Fig. 1: run 1, drive-strength map
(4 px per µm)
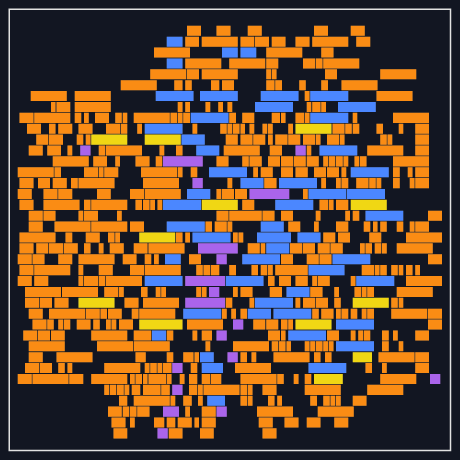
Fig. 2: run 1, congestion heat map
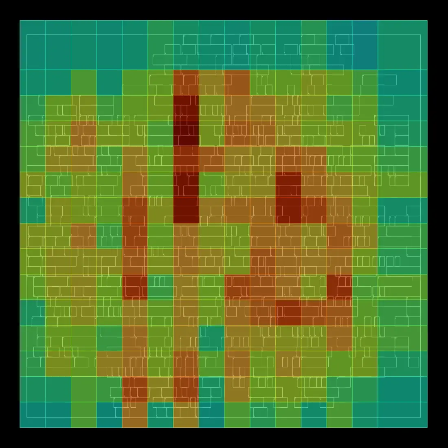
Fig. 3: run 1, M2 wires
(3 px per µm)
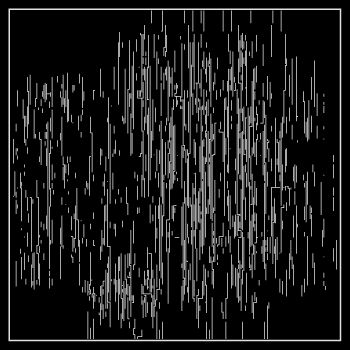
Fig. 4: run 1, register map, names as in the netlist
(3 px per µm)
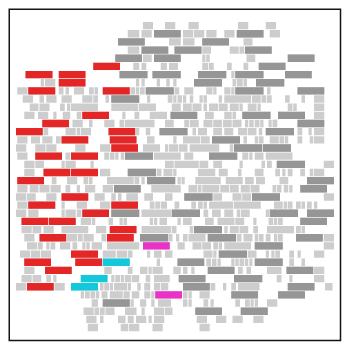
<file path="src/rtl/crc32_pkg.sv">
// Shared CRC-32 constants, FSM state type and bit-reflection helpers for crc32_par.
package crc32_pkg;

  localparam logic [31:0] CRC32_POLY   = 32'h04C1_1DB7;
  localparam logic [31:0] CRC32_INIT   = 32'hFFFF_FFFF;
  localparam logic [31:0] CRC32_XOROUT = 32'hFFFF_FFFF;
  localparam logic [31:0] CRC32_CHECK  = 32'hCBF4_3926;

  typedef enum logic [1:0] {
    IDLE = 2'd0,
    RUN  = 2'd1,
    DONE = 2'd2
  } crc_state_e;

  function automatic logic [7:0] refl8(input logic [7:0] b);
    logic [7:0] r;
    for (int i = 0; i < 8; i++) r[i] = b[7-i];
    return r;
  endfunction

  function automatic logic [31:0] refl32(input logic [31:0] b);
    logic [31:0] r;
    for (int i = 0; i < 32; i++) r[i] = b[31-i];
    return r;
  endfunction

endpackage

</file>
<file path="src/rtl/crc32_lane.sv">
// One byte of MSB-first CRC-32 update; the byte arrives already bit-reflected.
module crc32_lane
  import crc32_pkg::*;
(
  input  logic [31:0] crc_i,
  input  logic [7:0]  byte_i,
  input  logic        en_i,
  output logic [31:0] crc_o
);

  logic [31:0] c;

  always_comb begin
    c = crc_i ^ {byte_i, 24'h0};
    for (int i = 0; i < 8; i++) c = c[31] ? ((c << 1) ^ CRC32_POLY) : (c << 1);
    crc_o = en_i ? c : crc_i;
  end

endmodule

</file>
<file path="src/rtl/crc32_par.sv">
// Streaming CRC-32 over MSB-first message words, LANES bytes folded per beat
// from a hold register that shifts left as its bytes are consumed.
module crc32_par
  import crc32_pkg::*;
#(
  parameter  int DATA_WD = 32,
  parameter  int LANES   = 1,
  localparam int NB      = DATA_WD / 8,
  localparam int BW      = (NB > 1) ? $clog2(NB) : 1,
  localparam int RW      = $clog2(NB + 1)
) (
  input  logic               clk,
  input  logic               rstn,
  input  logic               start_i,
  input  logic               val_i,
  output logic               rdy_o,
  input  logic [DATA_WD-1:0] dat_i,
  input  logic               lst_i,
  input  logic [BW-1:0]      byt_i,
  output logic               done_o,
  output logic               val_o,
  output logic [31:0]        dat_o
);

  crc_state_e         state_q, state_d;
  logic [31:0]        crc_q, crc_d;
  logic [DATA_WD-1:0] hold_q, hold_d;
  logic [RW-1:0]      rem_q, rem_d;     // bytes still to fold; 0 = hold empty
  logic               lst_q, lst_d;
  logic [31:0]        dat_q, dat_d;

  logic [LANES:0][31:0] chain;
  logic               beat, fin, rdy, acc;
  logic [RW-1:0]      nb_in;

  assign chain[0] = crc_q;

  for (genvar j = 0; j < LANES; j++) begin : g_lane
    crc32_lane u_lane (
      .crc_i  (chain[j]),
      .byte_i (refl8(hold_q[DATA_WD-1-8*j -: 8])),
      .en_i   (RW'(j) < rem_q),
      .crc_o  (chain[j+1])
    );
  end

  always_comb begin
    beat  = (state_q == RUN) && (rem_q != '0);
    fin   = beat && (rem_q <= RW'(LANES));
    // A non-last word may be replaced during its final beat, keeping one word per B cycles.
    rdy   = (state_q == RUN) && !start_i && (!beat || (fin && !lst_q));
    acc   = val_i && rdy;
    nb_in = (lst_i && (byt_i != '0)) ? RW'(byt_i) : RW'(NB);
  end

  always_comb begin
    state_d = state_q;
    crc_d   = crc_q;
    hold_d  = hold_q;
    rem_d   = rem_q;
    lst_d   = lst_q;
    dat_d   = dat_q;
    if (start_i) begin
      state_d = RUN;
      crc_d   = CRC32_INIT;
      rem_d   = '0;
      lst_d   = 1'b0;
    end else begin
      case (state_q)
        RUN: begin
          if (beat) begin
            crc_d  = chain[LANES];
            hold_d = hold_q << (8 * LANES);
            rem_d  = fin ? '0 : rem_q - RW'(LANES);
            if (fin && lst_q) begin
              state_d = DONE;
              dat_d   = refl32(chain[LANES]) ^ CRC32_XOROUT;
              lst_d   = 1'b0;
            end
          end
          if (acc) begin
            hold_d = dat_i;
            rem_d  = nb_in;
            lst_d  = lst_i;
          end
        end
        DONE: begin
          state_d = IDLE;
          crc_d   = CRC32_INIT;
        end
        default: state_d = state_q;
      endcase
    end
  end

  always_ff @(posedge clk or negedge rstn) begin
    if (!rstn) begin
      state_q <= IDLE;
      crc_q   <= CRC32_INIT;
      hold_q  <= '0;
      rem_q   <= '0;
      lst_q   <= 1'b0;
      dat_q   <= '0;
    end else begin
      state_q <= state_d;
      crc_q   <= crc_d;
      hold_q  <= hold_d;
      rem_q   <= rem_d;
      lst_q   <= lst_d;
      dat_q   <= dat_d;
    end
  end

  assign rdy_o  = rdy;
  assign done_o = (state_q == DONE);
  assign val_o  = done_o;
  assign dat_o  = dat_q;

endmodule

</file>
<file path="config.mk">
export PLATFORM = sky130hd
export DESIGN_NAME = crc32_par
export DESIGN_NICKNAME = d
export VERILOG_FILES = /design/src/rtl/crc32_pkg.sv /design/src/rtl/crc32_lane.sv /design/src/rtl/crc32_par.sv
export SDC_FILE = /design/constraint.sdc
export NUM_CORES = 1
export LEC_CHECK = 0
export ABC_AREA = 0
export CORE_MARGIN = 1.5
export CORE_UTILIZATION = 46
export DETAILED_ROUTE_END_ITERATION = 6
export PLACE_DENSITY = 0.7
export SETUP_SLACK_MARGIN = 0.15
export SLEW_MARGIN = 20
export SYNTH_ARGS = -nofsm -noshare
export SYNTH_HDL_FRONTEND = slang
export SYNTH_SLANG_ARGS = --single-unit
</file>
<file path="constraint.sdc">
create_clock -name clk -period 4.05 [get_ports clk]
set_input_delay 1.215 -clock clk [delete_from_list [all_inputs] [get_ports clk]]
set_output_delay 1.215 -clock clk [all_outputs]
set_load 0.01 [all_outputs]
</file>
==> impl_metrics.ini, run 1 <==
; physical design summary
[run_status]
outcome = finished, final reports clean

[die]
coreArea_um2 = 10980
initial_utilization_pct = 47.88
pin_count = 74
dieArea_um2 = 12080
die_y_um = 109.9
die_w_um = 109.9
row_count = 38
num_tap_cells = 140

[worst_hold_path]
worstHoldEndpoint = hold_q[15]
holdPathStages = 2
hp-class = reg -> reg

[yosys]
ys_ff = 102
most_common_cell = nand2_1
synth_area_um2 = 5259
avgSynthCellArea_um2 = 10.19
fa_ha_area_share_pct = 0.7138
seq_area_frac_synth_pct = 49.30
synthesis.nets = 558
yosys-top-cells-count = nand2_1, dfrtp_1, nor2_1
synth_top_flop_cell = dfrtp_1
synth_cell_type_count = 42
edf_count = 0
ys_sh_simple_pct = 10.87
mux_share_pct = 5.639
ys_top_cells_by_area = dfrtp_1, dfstp_2, xnor2_1, nand2_1, a21oi_1
synth_area_leader_cell = dfrtp_1
synthCells = 516
synth.cellmix.compoundShare_pct = 14.78
yosysTopAreaCellShare_pct = 33.31
yosys_warnings = 0
synth-async-reset-ratio_pct = 100.0
ys_cells = 516
ys_sh_xor_pct = 15.85
top_logic_kind = XOR/XNOR gates

[worst_setup_path]
reg2reg_depth = 6
crit_path_start = start_i
path_delay_family = buffers and inverters
path_depth = 4
cp_data_arrival_time_ns = 2.60
worst_path_max_delay_cell = clkdlybuf4s50_1
critPathCaptureType = output port
critPathKind = in -> out
timing.rr.end = dat_o[21]
cp_data_required_time_ns = 2.83
r2r-start = crc_q[24]
cpPeakStageDelay_ns = 0.54
crit_end = rdy_o
worstSetupStartpointType = primary input
cpMostUsedCell = clkdlybuf4s50_1
worstPathMaxFanout = 3
crit_buf_inv = 2
r2r_slack_ns = 1.70
path_cells = clkdlybuf4s50_1 > nor3b_2 > nor2b_1 > clkdlybuf4s50_1

[timing]
rsz0062_at_grt = no
hold_slack_ns = 0.4800
hold_violations = 0
finClkSkew_ns = 0.008896
period_minus_slack_ns = 3.811
relSlewSlack_pct = 33.50
max_freq_mhz = 262.4
setup_viol = 0
final_max_slew_viol_count = 0
finalCritPeriodShare_pct = 94.10
tns_ns = 0

[placement]
post-dp-hpwl_um = 7811
gp_congestion = 0.8682
dp_cells = 709
port_buffers = 73
dp_slack_ns = 0.1588
dpl-instance-area_um2 = 6147

[final_layout]
fin_nets = 622
mostFrequentLayoutCell = nand2_1
clock_area_share_pct = 4.580
fin_util_pct = 58.70
lay_top_cells = nand2_1, clkdlybuf4s50_1, dfrtp_1, nor2_1, a21oi_1
combGateArea_um2 = 2539
bufAreaShareNonClock_pct = 12.77
largest_cell_class = flip-flops and latches
comb.multi_input.count = 377
final_cells = 725
nFillCells = 941
seq_area_share_pct = 40.21
drive_gt1_share_pct = 14.19
diodes = 0
seqCellArea_um2 = 2592
inv_count = 6
seq_cells = 102
comb_share_pct = 39.38
n_clock_buffer = 13

[grt]
grt_max_degree = 64
antenna_found_initial = 0
grt_first_pass_wirelength_um = 18540
grt_pass1_vias = 3698
globalRouteMet1Util_pct = 26.33
grt-ovfl-total = 0

[power]
power.leakage_nw = 2.631
power-top-group = combinational logic
p_clk_share_pct = 13.7
p_comb_mw = 3.79
switching_share_pct = 42.61
powerClk_uw = 865
p_switching_mw = 2.687
finalPower_mw = 6.306
internal_power_mw = 3.619
power.density_nw_per_um2 = 978.0
powerSeq_mw = 1.66
ir_drop_mv = 0.4314
p_seq_share_pct = 26.3

[route]
drt_first_pass_iters = 4
vias = 3782
dr.max_layer_used = met4
detail-route-antenna-nets = 0
wl_met1_um = 4932
met3_length_um = 591
routed-wl-met2_um = 5383
routed_via_density = 5.217
drt_iter0_drc = 210

[run]
warnings = 27
max_cap_violations = 0

[clock_network]
cts_root_buffer = clkbuf_16
cts_tree = yes
post-cts-setup-buffers = 0
cts_resized = 1
clockBufferDepth = 2
cts_buffers = 9
worstSkewPairLatency_ns = 0.34
htreeDepth = 3
cts.sinks = 102
## Picture notes: Fig. 1
legend:
  _3 and _4 cells:
    colour: purple
    cells: 19
  _6 and larger:
    colour: yellow
    cells: 12
  _0 and _1 cells:
    colour: orange
    cells: 502
  _2 cells:
    colour: blue
    cells: 52
Area Overhead vs Synth: 22.60%
Final Cell Area: 6447 µm²
nonclk buf count: 84
Final WS setup: 0.2391 ns

## Picture notes: Fig. 2
met3 Use GR: 4.801%
WL/cell: 15.25 µm
GRT met2 Usage: 32.92%
Global Route Usage Sum: 20.02%

## Picture notes: Fig. 3
longest straight run: 39.1 µm
nets with wire on the layer: 511
share of all routed wire: 49%
wire length on this layer: 5,380 µm

## Picture notes: Fig. 4
legend:
  `hold_q`:
    colour: red
    sequential_cells: 32
  `rem_q`:
    colour: cyan
    sequential_cells: 3
  `state_q`:
    colour: magenta
    sequential_cells: 2

Fig. 5: run 1, a small window of the routed layout
Region (42, 42) to (67, 67) µm. Cells in grey, sequential cells in the stronger grey; small squares are vias.
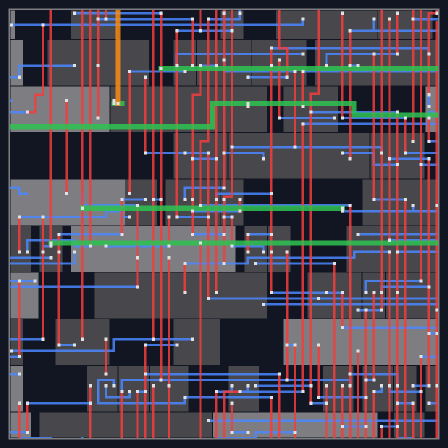

==> run 2, diff against run 1 <==
- ABC_AREA: 0 -> default
- CORE_ASPECT_RATIO: default -> 0.7
- TNS_END_PERCENT: default -> 20
Fig. 6: run 2, a small window of the routed layout
Region (53, 34) to (78, 59) µm. Cells in grey, sequential cells in the stronger grey; small squares are vias.
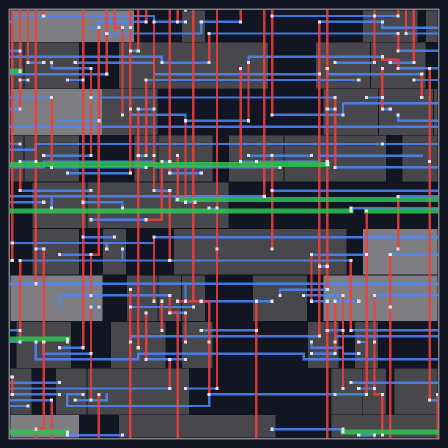
legend:
  metal 1:
    colour: blue
  metal 2:
    colour: red
  metal 3:
    colour: green
cells with their middle in the window: 38
sequential cells in the window: 4
netlist names of flops here include: `crc_q` (4)
most frequent: xnor2_1 (8)

Fig. 7: run 2, congestion heat map
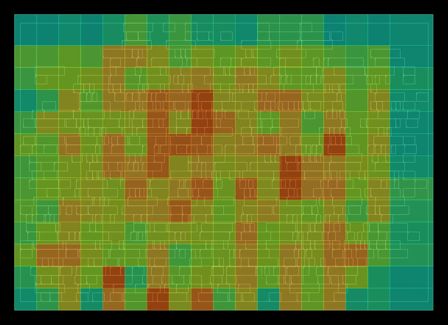
met1 usage: 30.63%
Global Route Usage Sum: 20.69%
busiest grt layer: met2
final core utilization: 58.40%
met3 Use GR: 3.755%

==> impl_metrics.ini, run 2 <==
; physical design summary
[run_status]
outcome = finished, final reports clean

[worst_setup_path]
critPathKind = in -> out
worstPathMaxFanout = 2
timing.rr.end = dat_o[21]
path_depth = 4
cp_data_required_time_ns = 2.83
reg2reg_depth = 6
path_cells = clkdlybuf4s50_1 > nor3b_2 > nor2b_1 > clkdlybuf4s50_1
cp_data_arrival_time_ns = 2.58
cpPeakStageDelay_ns = 0.56
worstSetupStartpointType = primary input
worst_path_max_delay_cell = clkdlybuf4s50_1
crit_end = rdy_o
cpMostUsedCell = clkdlybuf4s50_1
crit_path_start = start_i
r2r-start = crc_q[24]
critPathCaptureType = output port
crit_buf_inv = 2

[grt]
antenna_found_initial = 0
grt_first_pass_wirelength_um = 19090
met2_usage_pct = 31.40
grt-ovfl-total = 0
grt_max_degree = 60

[yosys]
mux_share_pct = 5.639
fa_ha_area_share_pct = 0.7138
ys_cells = 516
synth_cell_type_count = 42
ys_top_cells_by_area = dfrtp_1, dfstp_2, xnor2_1, nand2_1, a21oi_1
edf_count = 0
yosys_warnings = 0
top_logic_kind = XOR/XNOR gates
synth_top_flop_cell = dfrtp_1
ys_ff = 102
avgSynthCellArea_um2 = 10.19
most_common_cell = nand2_1
yosys-top-cells-count = nand2_1, dfrtp_1, nor2_1
synthCells = 516
synth.cellmix.compoundShare_pct = 14.78
yosysTopAreaCellShare_pct = 33.31
synth_area_leader_cell = dfrtp_1

[worst_hold_path]
hp-class = reg -> reg
worstHoldEndpoint = hold_q[14]
holdPathStages = 2

[power]
ir_drop_mv = 0.4103
power.density_nw_per_um2 = 980.2
p_switching_mw = 2.731
finalPower_mw = 6.349
internal_power_mw = 3.618
p_seq_share_pct = 26.1
p_comb_mw = 3.82
powerClk_uw = 870
powerSeq_mw = 1.66
p_clk_share_pct = 13.7
power-top-group = combinational logic

[final_layout]
mostFrequentLayoutCell = nand2_1
seqCellArea_um2 = 2592
lay_top_cells = nand2_1, clkdlybuf4s50_1, dfrtp_1, nor2_1, a21oi_1
num-nonclk-buffers = 85
drive_gt1_share_pct = 14.68
comb_share_pct = 39.19
final_cells = 739
diodes = 0
combGateArea_um2 = 2539
inv_count = 6
comb.multi_input.count = 377
nFillCells = 940
seq_area_share_pct = 40.02
fin_area_um2 = 6477
n_clock_buffer = 11
largest_cell_class = flip-flops and latches

[timing]
finClkSkew_ns = 0.005954
rsz0062_at_grt = no
final_max_slew_viol_count = 0
finalCritPeriodShare_pct = 93.78
setup_viol = 0
relSlewSlack_pct = 55.15
max_freq_mhz = 263.3
hold_slack_ns = 0.4789
hold_violations = 0

[die]
die_y_um = 92.46
initial_utilization_pct = 47.42
coreArea_um2 = 11090
die_w_um = 130.8
num_tap_cells = 153
pin_count = 74

[placement]
gp_congestion = 0.9178
post-dp-hpwl_um = 8105
port_buffers = 73
dpl-instance-area_um2 = 6163

[route]
detail-route-antenna-nets = 0
wl_met1_um = 5798
dr.max_layer_used = met4
vias = 3782
routed-wl-met2_um = 5104
met3_length_um = 486

[clock_network]
post-cts-setup-buffers = 0
cts.sinks = 102
cts_tree = yes
clockBufferDepth = 2
worstSkewPairLatency_ns = 0.34

[run]
warnings = 27
max_cap_violations = 0
==> run 3, diff against run 2 <==
- SLEW_MARGIN: 20 -> default
Fig. 8: run 3, congestion heat map
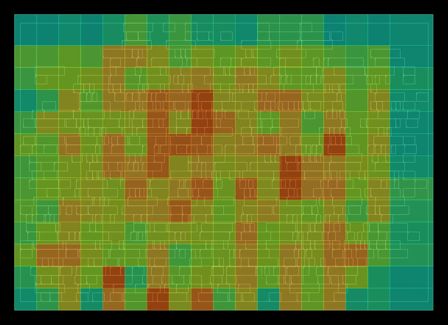
WL/cell: 15.56 µm
GRT met2 Usage: 31.40%

Fig. 9: run 3, a small window of the routed layout
Region (53, 34) to (78, 59) µm. Cells in grey, sequential cells in the stronger grey; small squares are vias.
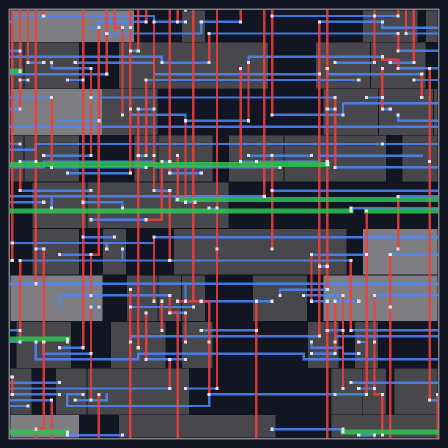
legend:
  metal 2:
    colour: red
  metal 3:
    colour: green
  metal 1:
    colour: blue
netlist names of flops here include: `crc_q` (4)
most frequent: xnor2_1 (8)
sequential cells in the window: 4
cells with their middle in the window: 38

==> impl_metrics.ini, run 3 <==
; physical design summary
[clock_network]
post-cts-setup-buffers = 0
cts.sinks = 102
worstSkewPairLatency_ns = 0.34
clockBufferDepth = 2

[final_layout]
fin_util_pct = 58.40
num-nonclk-buffers = 85
lay_top_cells = nand2_1, clkdlybuf4s50_1, dfrtp_1, nor2_1, a21oi_1
seqCellArea_um2 = 2592
comb_share_pct = 39.19
inv_count = 6
final_cells = 739
diodes = 0
fin_area_um2 = 6477
drive_gt1_share_pct = 14.68
n_clock_buffer = 11
nFillCells = 940
largest_cell_class = flip-flops and latches

[timing]
finClkSkew_ns = 0.005954
rsz0062_at_grt = no
hold_violations = 0
setup_viol = 0
relSlewSlack_pct = 55.15
max_freq_mhz = 263.3
finalCritPeriodShare_pct = 93.78
hold_slack_ns = 0.4789

[yosys]
top_logic_kind = XOR/XNOR gates
yosysTopAreaCellShare_pct = 33.31
synth.cellmix.compoundShare_pct = 14.78
yosys-stat-area_um2 = 5259
yosys-top-cells-count = nand2_1, dfrtp_1, nor2_1
most_common_cell = nand2_1
ys_cells = 516
avgSynthCellArea_um2 = 10.19
yosys_warnings = 0
synth_cell_type_count = 42
ys_ff = 102
synth_area_leader_cell = dfrtp_1
mux_share_pct = 5.639
ys_top_cells_by_area = dfrtp_1, dfstp_2, xnor2_1, nand2_1, a21oi_1
fa_ha_area_share_pct = 0.7138
synth_top_flop_cell = dfrtp_1
edf_count = 0
synthCells = 516
ys_sh_xor_pct = 15.85

[route]
routed-wl-met2_um = 5104
vias = 3782
detail-route-antenna-nets = 0
dr.max_layer_used = met4
wl_met1_um = 5798
drc_errors = 0
met3_length_um = 486

[worst_setup_path]
crit_path_start = start_i
cp_data_arrival_time_ns = 2.58
critPathKind = in -> out
reg2reg_depth = 6
cpPeakStageDelay_ns = 0.56
crit_buf_inv = 2
cp_data_required_time_ns = 2.83
worstSetupStartpointType = primary input
critPathCaptureType = output port
worstPathMaxFanout = 2
cpMostUsedCell = clkdlybuf4s50_1
r2r-start = crc_q[24]
path_cells = clkdlybuf4s50_1 > nor3b_2 > nor2b_1 > clkdlybuf4s50_1
path_depth = 4

[worst_hold_path]
holdPathStages = 2
worstHoldEndpoint = hold_q[14]
hp-class = reg -> reg

[power]
p_clk_share_pct = 13.7
internal_power_mw = 3.618
finalPower_mw = 6.349
ir_drop_mv = 0.4103
power-top-group = combinational logic
p_seq_share_pct = 26.1
power.density_nw_per_um2 = 980.2
p_switching_mw = 2.731
p_comb_mw = 3.82
powerClk_uw = 870

[run]
max_cap_violations = 0
warnings = 27

[die]
num_tap_cells = 153
die_w_um = 130.8
coreArea_um2 = 11090
die_y_um = 92.46

[grt]
antenna_found_initial = 0
grt_first_pass_wirelength_um = 19090
grt_busiest_layer = met2
grt_usage_pct = 20.69
grt-ovfl-total = 0
globalRouteMet1Util_pct = 30.63
grt_max_degree = 60

[run_status]
outcome = finished, final reports clean

[placement]
post-dp-hpwl_um = 8105
port_buffers = 73
Power figures rest on the tool's default switching activity, not on a simulated workload.
